File: config.mk
export PLATFORM = sky130hd
export DESIGN_NAME = edge_freq_meter
export DESIGN_NICKNAME = d
export VERILOG_FILES = /design/src/rtl/edge_freq_meter.sv
export SDC_FILE = /design/constraint.sdc
export NUM_CORES = 1
export LEC_CHECK = 0
export ABC_CLOCK_PERIOD_IN_PS = 4740
export CAP_MARGIN = 20
export CORE_MARGIN = 3
export CORE_UTILIZATION = 65
export CTS_BUF_LIST = sky130_fd_sc_hd__clkbuf_16
export DETAILED_ROUTE_END_ITERATION = 10
export DONT_BUFFER_PORTS = 1
export HOLD_SLACK_MARGIN = 0.12
export PLACE_DENSITY = 0.81
export SLEW_MARGIN = 20
export SYNTH_ARGS = -nofsm -noshare
export SYNTH_HDL_FRONTEND = slang
export SYNTH_SLANG_ARGS = --single-unit
File: constraint.sdc
create_clock -name clk -period 4.74 [get_ports clk]
set_input_delay 1.185 -clock clk [delete_from_list [all_inputs] [get_ports clk]]
set_output_delay 1.185 -clock clk [all_outputs]
set_load 0.05 [all_outputs]
File: src/rtl/edge_freq_meter.sv
// edge_freq_meter: counts edges of an asynchronous square wave over a fixed
// gate window of GATE_CYCLES clk cycles and reports the count with a
// one-cycle valid strobe. The window is started by a start pulse, or
// restarted automatically when cont_en is held high.
//
// Optional build macro: EDGE_FREQ_METER_BOTH_EDGES_EN
//   undefined -> only rising edges of sig_in are counted
//   defined   -> rising and falling edges are both counted (2x result)
module edge_freq_meter #(
  parameter int GATE_CYCLES = 1000,
  parameter int CNT_W       = 16,
  parameter int SYNC_STAGES = 2
) (
  input  logic             clk,
  input  logic             rst,
  input  logic             sig_in,
  input  logic             start,
  input  logic             cont_en,
  output logic             busy,
  output logic [CNT_W-1:0] count,
  output logic             count_valid,
  output logic             overflow
);

  localparam int GATE_W       = $clog2(GATE_CYCLES);
  localparam int PRIME_CYCLES = SYNC_STAGES + 1;
  localparam int PRIME_W      = $clog2(PRIME_CYCLES + 1);

  localparam logic [GATE_W-1:0]  GATE_LAST  = GATE_W'(GATE_CYCLES - 1);
  localparam logic [PRIME_W-1:0] PRIME_DONE = PRIME_W'(PRIME_CYCLES);
  localparam logic [CNT_W-1:0]   CNT_MAX    = {CNT_W{1'b1}};

  typedef enum logic [1:0] {
    IDLE,
    MEASURE,
    DONE
  } state_t;

  state_t state_q;
  state_t state_d;
  logic   start_win;

  logic [SYNC_STAGES-1:0] sync_q;
  logic                   sig_s;
  logic                   sig_s_d;
  logic                   edge_raw;
  logic                   edge_p;
  logic [PRIME_W-1:0]     prime_cnt;
  logic                   primed;

  logic [GATE_W-1:0] gate_cnt;
  logic [CNT_W-1:0]  acc;
  logic              sat;
  logic [CNT_W:0]    sum_ext;
  logic [CNT_W-1:0]  sum_sat;
  logic              add_ovf;
  logic              gate_last;

  assign sig_s  = sync_q[SYNC_STAGES-1];
  assign primed = (prime_cnt == PRIME_DONE);

`ifdef EDGE_FREQ_METER_BOTH_EDGES_EN
  assign edge_raw = sig_s ^ sig_s_d;
`else
  assign edge_raw = sig_s & ~sig_s_d;
`endif

  // Shift the raw input through the synchroniser chain
  always_ff @(posedge clk or posedge rst) begin
    if (rst) begin
      sync_q <= '0;
    end else begin
      sync_q <= {sync_q[SYNC_STAGES-2:0], sig_in};
    end
  end

  // Register the edge pulse, masked until the chain has filled after reset
  always_ff @(posedge clk or posedge rst) begin
    if (rst) begin
      sig_s_d   <= 1'b0;
      edge_p    <= 1'b0;
      prime_cnt <= '0;
    end else begin
      sig_s_d <= sig_s;
      if (!primed) begin
        prime_cnt <= prime_cnt + PRIME_W'(1);
        edge_p    <= 1'b0;
      end else begin
        edge_p <= edge_raw;
      end
    end
  end

  // Saturating add of this cycle's edge onto the running total
  always_comb begin
    sum_ext   = {1'b0, acc} + {{CNT_W{1'b0}}, edge_p};
    add_ovf   = sum_ext[CNT_W];
    sum_sat   = add_ovf ? CNT_MAX : sum_ext[CNT_W-1:0];
    gate_last = (gate_cnt == GATE_LAST);
  end

  // FSM state register
  always_ff @(posedge clk or posedge rst) begin
    if (rst) begin
      state_q <= IDLE;
    end else begin
      state_q <= state_d;
    end
  end

  // Next-state logic; start_win marks the cycles that open a fresh window
  always_comb begin
    state_d   = state_q;
    start_win = 1'b0;
    case (state_q)
      IDLE: begin
        if (start || cont_en) begin
          state_d   = MEASURE;
          start_win = 1'b1;
        end
      end
      MEASURE: begin
        if (gate_last) begin
          state_d = DONE;
        end
      end
      DONE: begin
        if (cont_en) begin
          state_d   = MEASURE;
          start_win = 1'b1;
        end else begin
          state_d = IDLE;
        end
      end
      default: begin
        state_d = IDLE;
      end
    endcase
  end

  // Gate timing, edge accumulation and result latching
  always_ff @(posedge clk or posedge rst) begin
    if (rst) begin
      gate_cnt <= '0;
      acc      <= '0;
      sat      <= 1'b0;
      count    <= '0;
      overflow <= 1'b0;
    end else if (start_win) begin
      gate_cnt <= '0;
      acc      <= '0;
      sat      <= 1'b0;
    end else if (state_q == MEASURE) begin
      gate_cnt <= gate_cnt + GATE_W'(1);
      acc      <= sum_sat;
      sat      <= sat | add_ovf;
      if (gate_last) begin
        count    <= sum_sat;
        overflow <= sat | add_ovf;
      end
    end
  end

  assign busy        = (state_q != IDLE);
  assign count_valid = (state_q == DONE);

endmodule

run_1/pdn.png
(6 px per µm) Pins as bars on the die edge.
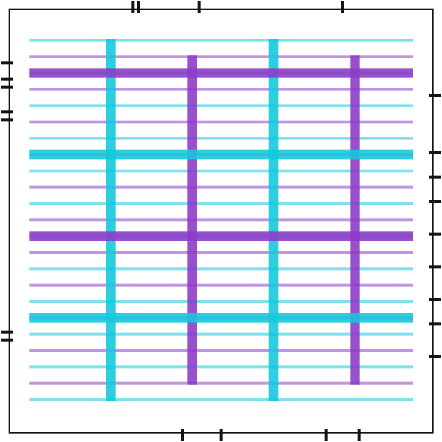
VSS -> cyan
VDD -> purple
met1 rails = 23
rows = 22
met4 straps = 4

run_1/final_congestion.png
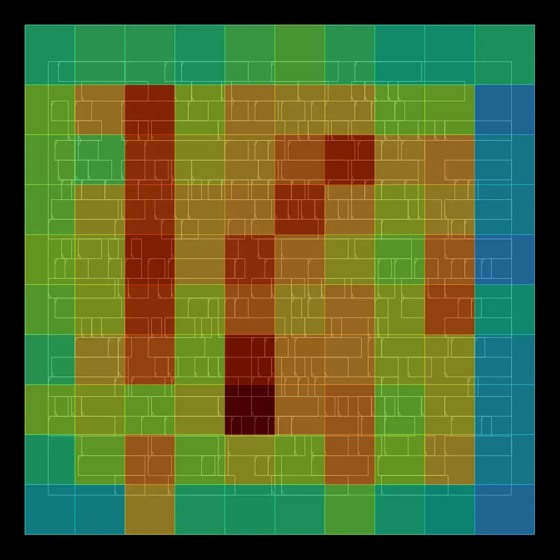
peak-usage layer in the global routing report: met2
final standard cell utilization of the core: 74.6%
average wire per cell in the routed design: 17.8 µm

==> changes_impl.md, run 1 <==
### Changed

- Placed wire-length estimate after detailed placement: between 3000 and 4000 µm
- Chip Area, Yosys: 0.00269 mm²
- H-tree lvl count: 2
- Commonest Layout Cell: dfrtp_1
- Data arrival time of the critical path: 1.46 ns
- Number of hold-slack violations in the final timing report: 0
- Largest delay share family, worst path: simple AND/OR/NAND/NOR gates
- Core Region: 0.00383 mm²
- Share of layout cells above drive strength 1: 11.0%
- Xor/xnor share: 6.18%
- Setup repair after global routing missed its margin: false
- Count of nets after finishing: 271
- Floorplan net count: 275
- Leakage component of the power: 1.21 nW
- Slack of the critical path: 2.10 ns
- Layout fillers: 257
- Number of antenna violations at the first check in global routing: 0
- Die area: 0.00495 mm²
- Design area: 0.00285 mm²
- DRC violations left: 0
- Slowest cell delay on critical path: 0.74 ns
- Final setup skew: 0.00509 ns
- Clock tree from TritonCTS: built
- Die outline height: 70.3 µm
- Adder share: 1.86%
- DRT antenna net count: 0
- Floorplan utilization: ~70%
- MUX share of area: 1.67%
- Status: complete, no violations
- Number of clock sinks: 52
- Post-synth regs: 52
- Kind of critical path: flop to primary output
- Fin cells: 311
- Number of vias after detailed routing: roughly 2000
- Final worst hold slack: 0.353 ns
- CP Cell Sequence: nor2b_1
- All-layer global routing usage: around a quarter
- Number of standard cells reported by yosys: between 200 and 300
- Count of warnings emitted by yosys: 0
- Post-DR vias/cell: 6.48
- Largest net degree at the start of global routing: approximately 53
- Post-placement cell area: roughly 0.0027 mm²
- Clock-pin slew reported for the worst setup and hold paths after clock tree synthesis: approximately 0.06 ns
- Cts bufs inserted: 5
- Max cap viols: 0
- Critical path required time: 3.56 ns
- EDFF count, synth: 0
- Final period demand of the worst path: 2.64 ns
- Headroom to the max-slew limit: a little under two fifths
- Global-route wire length before repair: 9300 µm
run_1/clock_map.png
(8 px per µm)
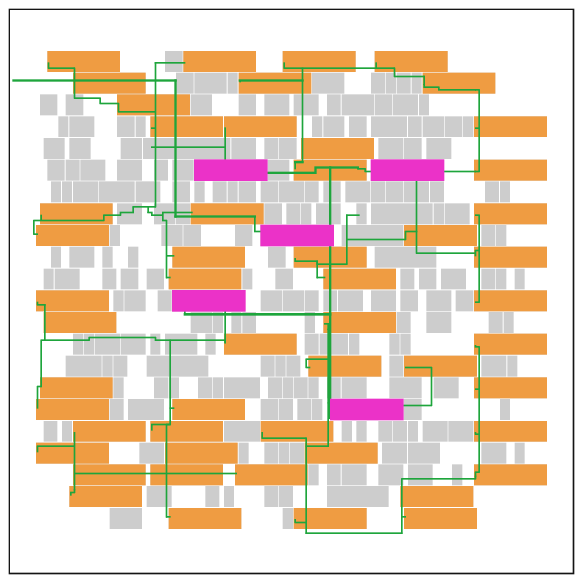
flip-flops -> orange  # count 52
cells driving clock nets -> magenta  # count 5
clock wires -> green  # length 566 µm
flops lie = all over the die
relative contribution of the clock network to total power: 32.6%
Late-Pin Clk Latency: 0.29 ns
Power Clock: 400 µW

run_1/registers.png
(6 px per µm) Other sequential cells in the stronger gray, the rest of the logic in the fainter gray.
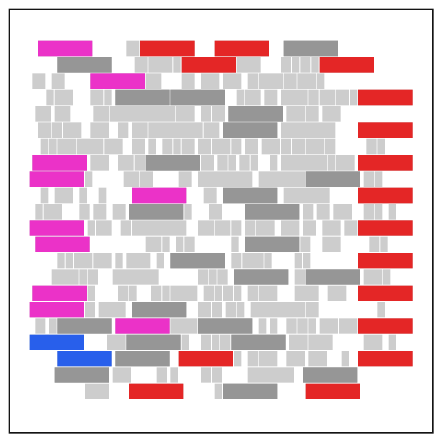
count -> red  # flops 16
sync_q -> blue  # flops 2
gate_cnt -> magenta  # flops 10
not colored = 24
flop share of the area: 45.6%
register cell area after layout: 0.00130 mm²
seq pwr: 643 µW

[run 1: synth_stat cells, drive strengths merged, types with 3 or more instances]
library cell | instances | area share, %
inv | 3 | 0.42
a21oi | 22 | 4.6
xor2 | 7 | 2.3
buf | 9 | 2.3
a2111oi | 3 | 0.98
nand2 | 21 | 2.9
o21ai | 15 | 2.8
mux2 | 4 | 1.7
dfrtp | 52 | 48
and3 | 3 | 0.70
a31oi | 9 | 2.1
nand2b | 4 | 0.93
a21o | 4 | 1.1
nand3 | 7 | 1.3
nand4 | 9 | 3.7
nor3 | 6 | 1.3
clkbuf | 4 | 0.56
xnor2 | 12 | 3.9
nor2 | 36 | 5.3
nor4 | 5 | 2.8
ha | 4 | 1.9
and4 | 5 | 1.6
[run 1: layer usage]
layer  vias to the layer above  GRT usage (%)  share of wire [%]
met1                       977           30.8                 43
met4                         0           8.09                2.1
li1                        952              -                  -
met5                         -              0                  0
met3                        13           4.46                5.7
met2                        72           39.6                 50
[run 1: power breakdown]
group | switching, mW | total [mW] | internal [mW]
Sequential | 0.125 | 0.643 | 0.518
Combinational | 0.0984 | 0.184 | 0.0851
Clock | 0.154 | 0.400 | 0.246
[run 1: area by class of cell]
type / count / area share (%)
multi-input combinational: 198 / 45.6
clock inverter: 3 / 1.36
timing repair buffer: 2 / 0.526
inverter: 3 / 0.438
tap: 48 / 2.10
clock buffer: 5 / 4.38
sequential: 52 / 45.6
[run 1: worst paths after layout]
kind                                  from     endpoint  depth (start not counted)
max in group asynchronous              rst      acc[11]                          1
worst min-delay path             sync_q[0]    sync_q[1]                          0
worst max-delay path            state_q[0]  count_valid                          1
worst max register to register  state_q[1]     count[5]                          4
worst min register to register   sync_q[0]    sync_q[1]                          0
min in group asynchronous              rst  gate_cnt[8]                          1
run_1/cell_classes.png
(6 px per µm) Fill, decap, tap and diode cells in gray.
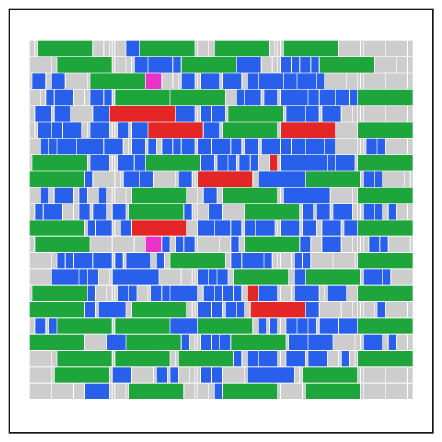

--- run 2 (diff from run 1) ---
--- a/config.mk
+++ b/config.mk
@@ -5,15 +5,15 @@
 export SDC_FILE = /design/constraint.sdc
 export NUM_CORES = 1
 export LEC_CHECK = 0
-export ABC_CLOCK_PERIOD_IN_PS = 4740
+export ABC_CLOCK_PERIOD_IN_PS = 2470
 export CAP_MARGIN = 20
 export CORE_MARGIN = 3
-export CORE_UTILIZATION = 65
+export CORE_UTILIZATION = 63
 export CTS_BUF_LIST = sky130_fd_sc_hd__clkbuf_16
 export DETAILED_ROUTE_END_ITERATION = 10
 export DONT_BUFFER_PORTS = 1
 export HOLD_SLACK_MARGIN = 0.12
-export PLACE_DENSITY = 0.81
+export PLACE_DENSITY = 0.79
 export SLEW_MARGIN = 20
 export SYNTH_ARGS = -nofsm -noshare
 export SYNTH_HDL_FRONTEND = slang
==> constraint.sdc (replaced) <==
create_clock -name clk -period 2.47 [get_ports clk]
set_input_delay 0.6175 -clock clk [delete_from_list [all_inputs] [get_ports clk]]
set_output_delay 0.6175 -clock clk [all_outputs]
set_load 0.05 [all_outputs]
run_2/cell_classes.png
(6 px per µm) Fill, decap, tap and diode cells in gray.
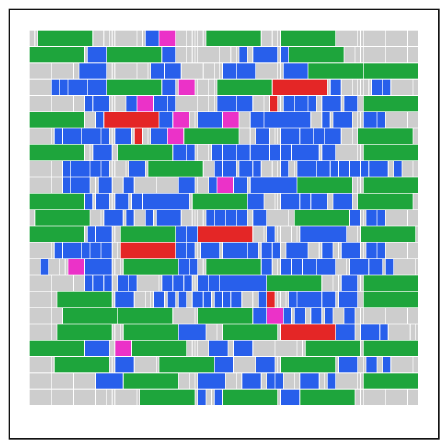
flip-flops -> green  # cells 52
other buffers and delay cells -> magenta  # cells 10
clock drivers and dummy loads -> red  # cells 8
all other logic -> blue  # cells 201
flop share of the area: 45.1%
Std-Cell Rows: 23

==> changes_impl.md, run 2 <==
### Changed

- Data arrival time of the critical path: 2.16 ns (+0.70 ns)
- Max cap viols: 0 (unchanged)
- Design area: 0.00289 mm² (+1.2%)
- Relative contribution of the clock network to total power: 29.1% (-3.5 points)
- Switching Share: 31.4% (+0.67 points)
- Worst path depth: 5 (+4)
- Count of nets after finishing: 279 (+3.0%)
- Chip Area, Yosys: 0.00269 mm² (unchanged)
- CP Cell Sequence: ha_1 > nand4_4 > nor4_4 > mux2_1 > mux2_2
- Number of clock sinks: 52 (unchanged)
- Power share of the combinational group: 15.6% (+0.6 points)
- Flops: 52 (unchanged)
- Die outline height: 71.4 µm (+1.4%)
- Post-placement cell area: 0.00275 mm² (+2.3%)
- DRC violations left: 0 (unchanged)
- Top cell category: registers
- Clock-cell share: 4.72% (-1.0 points)
- Non-clock inverter total of the final layout: 3 (unchanged)
- Cts bufs inserted: 5 (unchanged)
- EDFF count, synth: 0 (unchanged)
- Kind of critical path: flop to flop
- Placed wire-length estimate after detailed placement: 3630 µm (+3.1%)
- Number of clock buffer instances in the layout: 5 (unchanged)
- Largest delay share family, worst path: multiplexers
- Status: complete, no violations
- H-tree lvl count: 2 (unchanged)
- Clock tree from TritonCTS: built
- Core Region: 0.00406 mm² (+6.0%)
- DRT antenna net count: 0 (unchanged)
- Most frequently used cell type in the post-synthesis netlist: dfrtp_1
- Number of antenna violations at the first check in global routing: 0 (unchanged)
- Seq pwr share: 55.2% (+2.8 points)
- Number of vias after detailed routing: 1976 (-1.9%)
- Main area contributors: dfrtp_1 48%, nor2_1 4.9%, xnor2_1 3.9%
- Commonest Layout Cell: dfrtp_1
- Top area contributor share: 48.3% (unchanged)
- Cell type with the highest aggregate area in the netlist: dfrtp_1
- Final setup skew: 0.00518 ns (+0.0000914 ns)
- Slowest cell delay on critical path: 0.40 ns (-0.34 ns)
- Share of layout cells above drive strength 1: 12.9% (+1.9 points)
- Critical path required time: 2.64 ns (-0.92 ns)
run_2/clock_map.png
(8 px per µm)
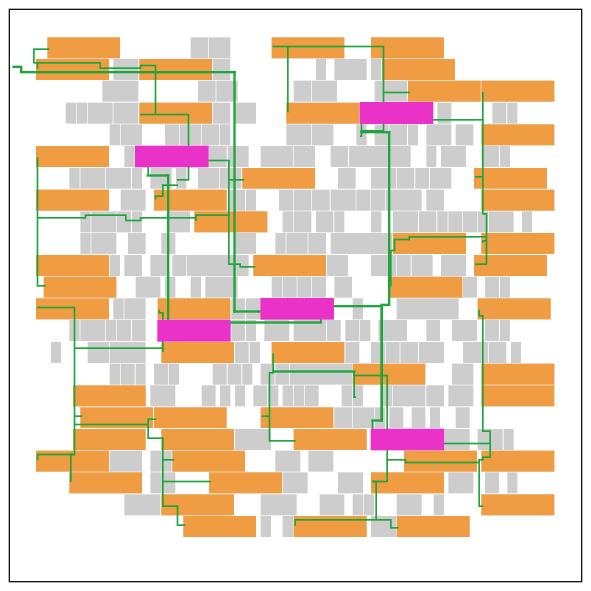
cells driving clock nets -> magenta  # count 5
flip-flops -> orange  # count 52
clock wires -> green  # length 576 µm
flops lie = all over the die

==> run 2: layer usage <==
metal / track usage [%] / up-vias / part of all wire, %
met2: 35.2 / 71 / 48
met3: 5.61 / 13 / 5.0
met4: 9.60 / 0 / 2.5
li1: - / 965 / -
met5: 0 / - / 0
met1: 30.2 / 927 / 45
==> run 2: stage by stage <==
| stage | hold WS, ns | utilization, % | setup slack, ns |
|---|---|---|---|
| floorplan | 0.331 | - | 0.595 |
| global placement | 0.337 | 67.8 | 0.558 |
| detailed placement | 0.340 | 67.8 | 0.487 |
| CTS | 0.170 | 71.2 | 0.490 |
| global route | 0.186 | 71.2 | 0.358 |
| finish | 0.157 | 71.2 | 0.486 |
==> run 2: kinds of logic after synthesis <==
logic type | Yosys count | synth area share (%)
DFF | 52 | 48.3
AOI/OAI and AO/OA | 66 | 15.6
adders and majority gates | 4 | 1.86
buffers and inverters | 16 | 3.30
xor gates and xnor gates | 19 | 6.18
muxes | 4 | 1.67
and+or+nand+nor | 105 | 23.1
==> run 2: power by group through the flow <==
stage                     clock network [mW]  registers [mW]  logic [mW]
after floorplan                            0            1.16       0.343
after global placement                     0            1.23       0.340
after global routing                   0.686            1.26       0.401
after CTS                              0.655            1.22       0.352
final                                  0.647            1.23       0.348
after detailed placement                   0            1.24       0.347
==> run 2: how the worst min path moves through the flow <==
stage,startpoint,endpoint,slack [ns]
2_1_floorplan,sync_q[0],sync_q[1],0.33
3_3_place_gp,sync_q[0],sync_q[1],0.34
3_5_place_dp,sync_q[0],sync_q[1],0.34
4_1_cts,rst,acc[2],0.17
5_1_grt,rst,sig_s_d,0.19
6_report,rst,acc[2],0.16
Power and IR drop assume default switching activity.
